Met1 routing:
Drawn at 2 px/um. Cells faint in the background.
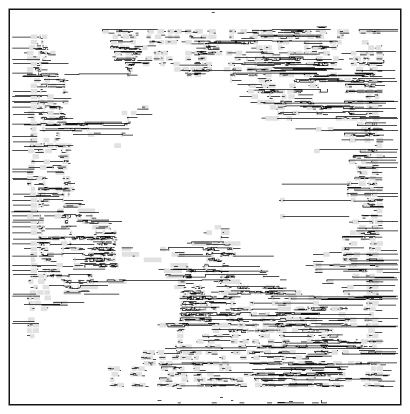
Met2 routing:
Drawn at 2 px/um.
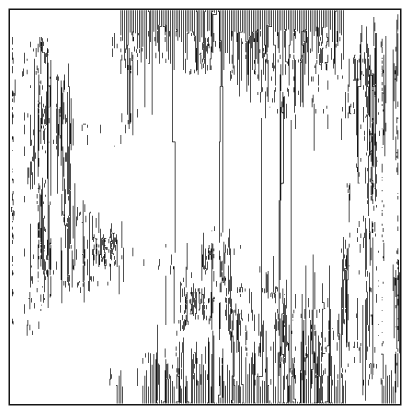
Signal wires on met3:
Drawn at 1.5 px/um. Cells faint in the background.
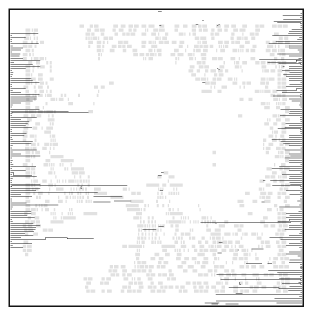
### config.mk
export PLATFORM = sky130hd
export DESIGN_NAME = loom_axil_arbiter
export DESIGN_NICKNAME = d
export VERILOG_FILES = /design/src/rtl/loom_axil_arbiter.sv
export SDC_FILE = /design/constraint.sdc
export NUM_CORES = 1
export LEC_CHECK = 0
export ABC_AREA = 1
export ABC_CLOCK_PERIOD_IN_PS = 2300
export CAP_MARGIN = 20
export CORE_AREA = 8 8 187 189
export CTS_CLUSTER_SIZE = 25
export DETAILED_ROUTE_END_ITERATION = 8
export DIE_AREA = 0 0 195 197
export GPL_ROUTABILITY_DRIVEN = 0
export GPL_TIMING_DRIVEN = 0
export HOLD_SLACK_MARGIN = 0.06
export PLACE_DENSITY = 0.49
export SLEW_MARGIN = 25
export SYNTH_ARGS = -nofsm -noshare
export SYNTH_HDL_FRONTEND = slang
export SYNTH_SLANG_ARGS = --single-unit
### constraint.sdc
create_clock -name clk_i -period 2.3 [get_ports clk_i]
set_input_delay 0.345 -clock clk_i [delete_from_list [all_inputs] [get_ports clk_i]]
set_output_delay 0.345 -clock clk_i [all_outputs]
set_load 0.01 [all_outputs]
### src/rtl/loom_axil_arbiter.sv
// Round-robin N:1 AXI-Lite arbiter with independent read and write grants.
// A grant is held from address acceptance until its response handshake completes.
module loom_axil_arbiter #(
  parameter  int ADDR_WIDTH = 20,
  parameter  int N_REQ      = 3,
  localparam int IDX_W      = $clog2(N_REQ)
) (
  input  logic                        clk_i,
  input  logic                        rst_ni,
  // requester-side read channels
  input  logic [N_REQ*ADDR_WIDTH-1:0] s_axil_araddr_i,
  input  logic [N_REQ-1:0]            s_axil_arvalid_i,
  output logic [N_REQ-1:0]            s_axil_arready_o,
  output logic [N_REQ*32-1:0]         s_axil_rdata_o,
  output logic [N_REQ*2-1:0]          s_axil_rresp_o,
  output logic [N_REQ-1:0]            s_axil_rvalid_o,
  input  logic [N_REQ-1:0]            s_axil_rready_i,
  // requester-side write channels
  input  logic [N_REQ*ADDR_WIDTH-1:0] s_axil_awaddr_i,
  input  logic [N_REQ-1:0]            s_axil_awvalid_i,
  output logic [N_REQ-1:0]            s_axil_awready_o,
  input  logic [N_REQ*32-1:0]         s_axil_wdata_i,
  input  logic [N_REQ*4-1:0]          s_axil_wstrb_i,
  input  logic [N_REQ-1:0]            s_axil_wvalid_i,
  output logic [N_REQ-1:0]            s_axil_wready_o,
  output logic [N_REQ*2-1:0]          s_axil_bresp_o,
  output logic [N_REQ-1:0]            s_axil_bvalid_o,
  input  logic [N_REQ-1:0]            s_axil_bready_i,
  // shared master port
  output logic [ADDR_WIDTH-1:0]       m_axil_araddr_o,
  output logic                        m_axil_arvalid_o,
  input  logic                        m_axil_arready_i,
  input  logic [31:0]                 m_axil_rdata_i,
  input  logic [1:0]                  m_axil_rresp_i,
  input  logic                        m_axil_rvalid_i,
  output logic                        m_axil_rready_o,
  output logic [ADDR_WIDTH-1:0]       m_axil_awaddr_o,
  output logic                        m_axil_awvalid_o,
  input  logic                        m_axil_awready_i,
  output logic [31:0]                 m_axil_wdata_o,
  output logic [3:0]                  m_axil_wstrb_o,
  output logic                        m_axil_wvalid_o,
  input  logic                        m_axil_wready_i,
  input  logic [1:0]                  m_axil_bresp_i,
  input  logic                        m_axil_bvalid_i,
  output logic                        m_axil_bready_o,
  // debug
  output logic [IDX_W-1:0]            rd_grant_o,
  output logic [IDX_W-1:0]            wr_grant_o
);

  typedef enum logic [1:0] {R_IDLE, R_ADDR, R_RESP} rd_state_e;
  typedef enum logic [1:0] {W_IDLE, W_DATA, W_RESP} wr_state_e;

  rd_state_e        rd_state_q;
  wr_state_e        wr_state_q;
  logic [IDX_W-1:0] rd_ptr_q, wr_ptr_q;
  logic [IDX_W-1:0] rd_grant_q, wr_grant_q;
  logic             aw_done_q, w_done_q;

  logic [ADDR_WIDTH-1:0] ar_addr [N_REQ];
  logic [ADDR_WIDTH-1:0] aw_addr [N_REQ];
  logic [31:0]           w_data  [N_REQ];
  logic [3:0]            w_strb  [N_REQ];

  for (genvar i = 0; i < N_REQ; i++) begin : g_slice
    assign ar_addr[i] = s_axil_araddr_i[i*ADDR_WIDTH +: ADDR_WIDTH];
    assign aw_addr[i] = s_axil_awaddr_i[i*ADDR_WIDTH +: ADDR_WIDTH];
    assign w_data[i]  = s_axil_wdata_i[i*32 +: 32];
    assign w_strb[i]  = s_axil_wstrb_i[i*4 +: 4];
  end

  // First requesting index at or above ptr, wrapping past N_REQ-1 back to 0.
  function automatic logic [IDX_W-1:0] rr_pick(input logic [N_REQ-1:0] req,
                                               input logic [IDX_W-1:0] ptr);
    logic [IDX_W-1:0] pick;
    logic             found;
    int               idx;
    pick  = ptr;
    found = 1'b0;
    for (int k = 0; k < N_REQ; k++) begin
      idx = int'(ptr) + k;
      if (idx >= N_REQ) idx = idx - N_REQ;
      if (!found && req[idx]) begin
        pick  = IDX_W'(idx);
        found = 1'b1;
      end
    end
    return pick;
  endfunction

  function automatic logic [IDX_W-1:0] next_idx(input logic [IDX_W-1:0] g);
    return (g == IDX_W'(N_REQ - 1)) ? '0 : g + 1'b1;
  endfunction

  logic ar_fire, r_fire, aw_fire, w_fire, b_fire;
  assign ar_fire = m_axil_arvalid_o && m_axil_arready_i;
  assign r_fire  = m_axil_rvalid_i  && m_axil_rready_o;
  assign aw_fire = m_axil_awvalid_o && m_axil_awready_i;
  assign w_fire  = m_axil_wvalid_o  && m_axil_wready_i;
  assign b_fire  = m_axil_bvalid_i  && m_axil_bready_o;

  // Data and address paths are free-running muxes; only valids and readies are gated.
  assign m_axil_araddr_o = ar_addr[rd_grant_q];
  assign m_axil_awaddr_o = aw_addr[wr_grant_q];
  assign m_axil_wdata_o  = w_data[wr_grant_q];
  assign m_axil_wstrb_o  = w_strb[wr_grant_q];
  assign s_axil_rdata_o  = {N_REQ{m_axil_rdata_i}};
  assign s_axil_rresp_o  = {N_REQ{m_axil_rresp_i}};
  assign s_axil_bresp_o  = {N_REQ{m_axil_bresp_i}};
  assign rd_grant_o      = rd_grant_q;
  assign wr_grant_o      = wr_grant_q;

  // NOTE: every output of a combinational block gets a default before the case,
  // otherwise the unassigned paths turn into latches.
  always_comb begin
    s_axil_arready_o = '0;
    s_axil_rvalid_o  = '0;
    m_axil_arvalid_o = 1'b0;
    m_axil_rready_o  = 1'b0;
    case (rd_state_q)
      R_ADDR: begin
        m_axil_arvalid_o             = s_axil_arvalid_i[rd_grant_q];
        s_axil_arready_o[rd_grant_q] = m_axil_arready_i;
      end
      R_RESP: begin
        s_axil_rvalid_o[rd_grant_q] = m_axil_rvalid_i;
        m_axil_rready_o             = s_axil_rready_i[rd_grant_q];
      end
      default: ;
    endcase
  end

  always_comb begin
    s_axil_awready_o = '0;
    s_axil_wready_o  = '0;
    s_axil_bvalid_o  = '0;
    m_axil_awvalid_o = 1'b0;
    m_axil_wvalid_o  = 1'b0;
    m_axil_bready_o  = 1'b0;
    case (wr_state_q)
      W_DATA: begin
        m_axil_awvalid_o             = !aw_done_q && s_axil_awvalid_i[wr_grant_q];
        s_axil_awready_o[wr_grant_q] = !aw_done_q && m_axil_awready_i;
        m_axil_wvalid_o              = !w_done_q && s_axil_wvalid_i[wr_grant_q];
        s_axil_wready_o[wr_grant_q]  = !w_done_q && m_axil_wready_i;
      end
      W_RESP: begin
        s_axil_bvalid_o[wr_grant_q] = m_axil_bvalid_i;
        m_axil_bready_o             = s_axil_bready_i[wr_grant_q];
      end
      default: ;
    endcase
  end

  // NOTE: state registers use non-blocking assignments so every flop samples
  // pre-edge values regardless of block ordering.
  always_ff @(posedge clk_i or negedge rst_ni) begin
    if (!rst_ni) begin
      rd_state_q <= R_IDLE;
      rd_ptr_q   <= '0;
      rd_grant_q <= '0;
    end else begin
      case (rd_state_q)
        R_IDLE: if (|s_axil_arvalid_i) begin
          rd_grant_q <= rr_pick(s_axil_arvalid_i, rd_ptr_q);
          rd_state_q <= R_ADDR;
        end
        R_ADDR: if (ar_fire) rd_state_q <= R_RESP;
        R_RESP: if (r_fire) begin
          rd_ptr_q   <= next_idx(rd_grant_q);
          rd_state_q <= R_IDLE;
        end
        default: rd_state_q <= R_IDLE;
      endcase
    end
  end

  always_ff @(posedge clk_i or negedge rst_ni) begin
    if (!rst_ni) begin
      wr_state_q <= W_IDLE;
      wr_ptr_q   <= '0;
      wr_grant_q <= '0;
      aw_done_q  <= 1'b0;
      w_done_q   <= 1'b0;
    end else begin
      case (wr_state_q)
        W_IDLE: if (|s_axil_awvalid_i) begin
          wr_grant_q <= rr_pick(s_axil_awvalid_i, wr_ptr_q);
          wr_state_q <= W_DATA;
        end
        W_DATA: begin
          if (aw_fire) aw_done_q <= 1'b1;
          if (w_fire)  w_done_q  <= 1'b1;
          if ((aw_done_q || aw_fire) && (w_done_q || w_fire)) wr_state_q <= W_RESP;
        end
        W_RESP: if (b_fire) begin
          aw_done_q  <= 1'b0;
          w_done_q   <= 1'b0;
          wr_ptr_q   <= next_idx(wr_grant_q);
          wr_state_q <= W_IDLE;
        end
        default: wr_state_q <= W_IDLE;
      endcase
    end
  end

endmodule

==> run summary <==
Run status: complete, no violations
Clock network fraction of total power: 5.1%
Cell Int Power: 3750 uW
Initial antenna violation count: 3
Tmin final: 2.27 ns
Die footprint: 38400 um2
Number of port buffers: 457
Reg2reg start: rd_ptr_q[0]$_DFFE_PN0P_
GR Util met2: 24.0%
Drc violations: 0
Post-CTS sizing: 112
Met2 wire len: 13500 um
Top power group: combinational logic
Clk. pwr: 378 uW
Yosys chip area: 3440 um2
Max layer used: met5
Final Max Tran Viols: 0
DP Area: 8530 um2
Via density: 3.75
Top cells excl fill/tap: clkdlybuf4s50_1 (383), nand2_1 (226), buf_4 (127), nand3_1 (75), dlygate4sd2_1 (56)
CP startpoint kind: flop
Leakage power: 0.00430 uW
Fillers: 3571
Seq share, synth: 10.2%
Top Ports: 494
Syn_nets: 904
Drt pass-1 iters: 5
Post-layout util: 27.8%
Register area: 354 um2
Comb power: 6570 uW
Hold slack: 0.551 ns
Clock-cell share of area: 0.999%
Antenna viol nets, final: 0
First-pass GRT wire length: 37600 um
Sequential cell area share: 3.98%
Worst stage delay on the critical path: 0.57 ns
Power share of the combinational group: 88.2%
Fp_density: 10.7%
M1 wire length: 9220 um
Postcts setup bufs: 8
Max FO, Critical Path: 10
Clock-pin slew on the worst setup and hold paths: 0.05 ns
Setup TNS: 0 ns
Nets@finish: 1379
Post-Syn Instances: 612
WL/cell: 17.5 um
1st-iter DRT viols: 228
Max Clock Freq: 440 MHz
Period utilisation layout: 98.9%
CTS Buffer Depth: 2
N_taps: 408
Final Hold Fails: 0
Comb area share: 22.6%
Share of cells above drive strength 1: 15.3%
Worst EP required: 1.96 ns
Yosys cell types: 22
Mux share: 0%
Ys flops: 14
Clk_lat worst skew: 0.25 ns
Max transition margin: 48.8%
Top non-seq family: simple AND/OR/NAND/NOR gates
Inverters: 47
Most Used Layer, Global Route: met2
CP Capture Type: output port
Switching share of total power: 49.7%
Dominant class by area: non-clock buffers
CTS Hold Bufs: 0
Worst hold path class: input port to async pin
Cells after DPL: 1477
Seq_cells: 14
About 'met1 routing':
longest straight run = 49.2 um
main direction = horizontal
nets with wire on the layer = 1220
share of all routed wire = 35%
wire length on this layer = 9220 um

About 'met2 routing':
longest straight run = 125 um
wire length on this layer = 13500 um
share of all routed wire = 52%
main direction = vertical

About 'signal wires on met3':
wire length on this layer = 2770 um
longest straight run = 76.8 um
main direction = horizontal
nets with wire on the layer = 269
share of all routed wire = 11%

==> how the worst max path moves through the flow <==
| stage | startpoint | end | slack (ns) |
|---|---|---|---|
| after detailed placement | wr_grant_o[0]$_DFFE_PN0P_ | m_axil_wdata_o[2] | -0.22 |
| final | wr_grant_o[1]$_DFFE_PN0P_ | m_axil_wdata_o[26] | 0.03 |
| after floorplan | wr_grant_o[0]$_DFFE_PN0P_ | m_axil_awaddr_o[10] | 0.69 |
| after global routing | wr_grant_o[0]$_DFFE_PN0P_ | m_axil_wdata_o[26] | -0.04 |
| after CTS | wr_grant_o[0]$_DFFE_PN0P_ | m_axil_awaddr_o[13] | 0.0004 |
| after global placement | wr_grant_o[0]$_DFFE_PN0P_ | m_axil_wdata_o[10] | -0.20 |
No activity file was given, so power comes from the tool's default toggle rates.
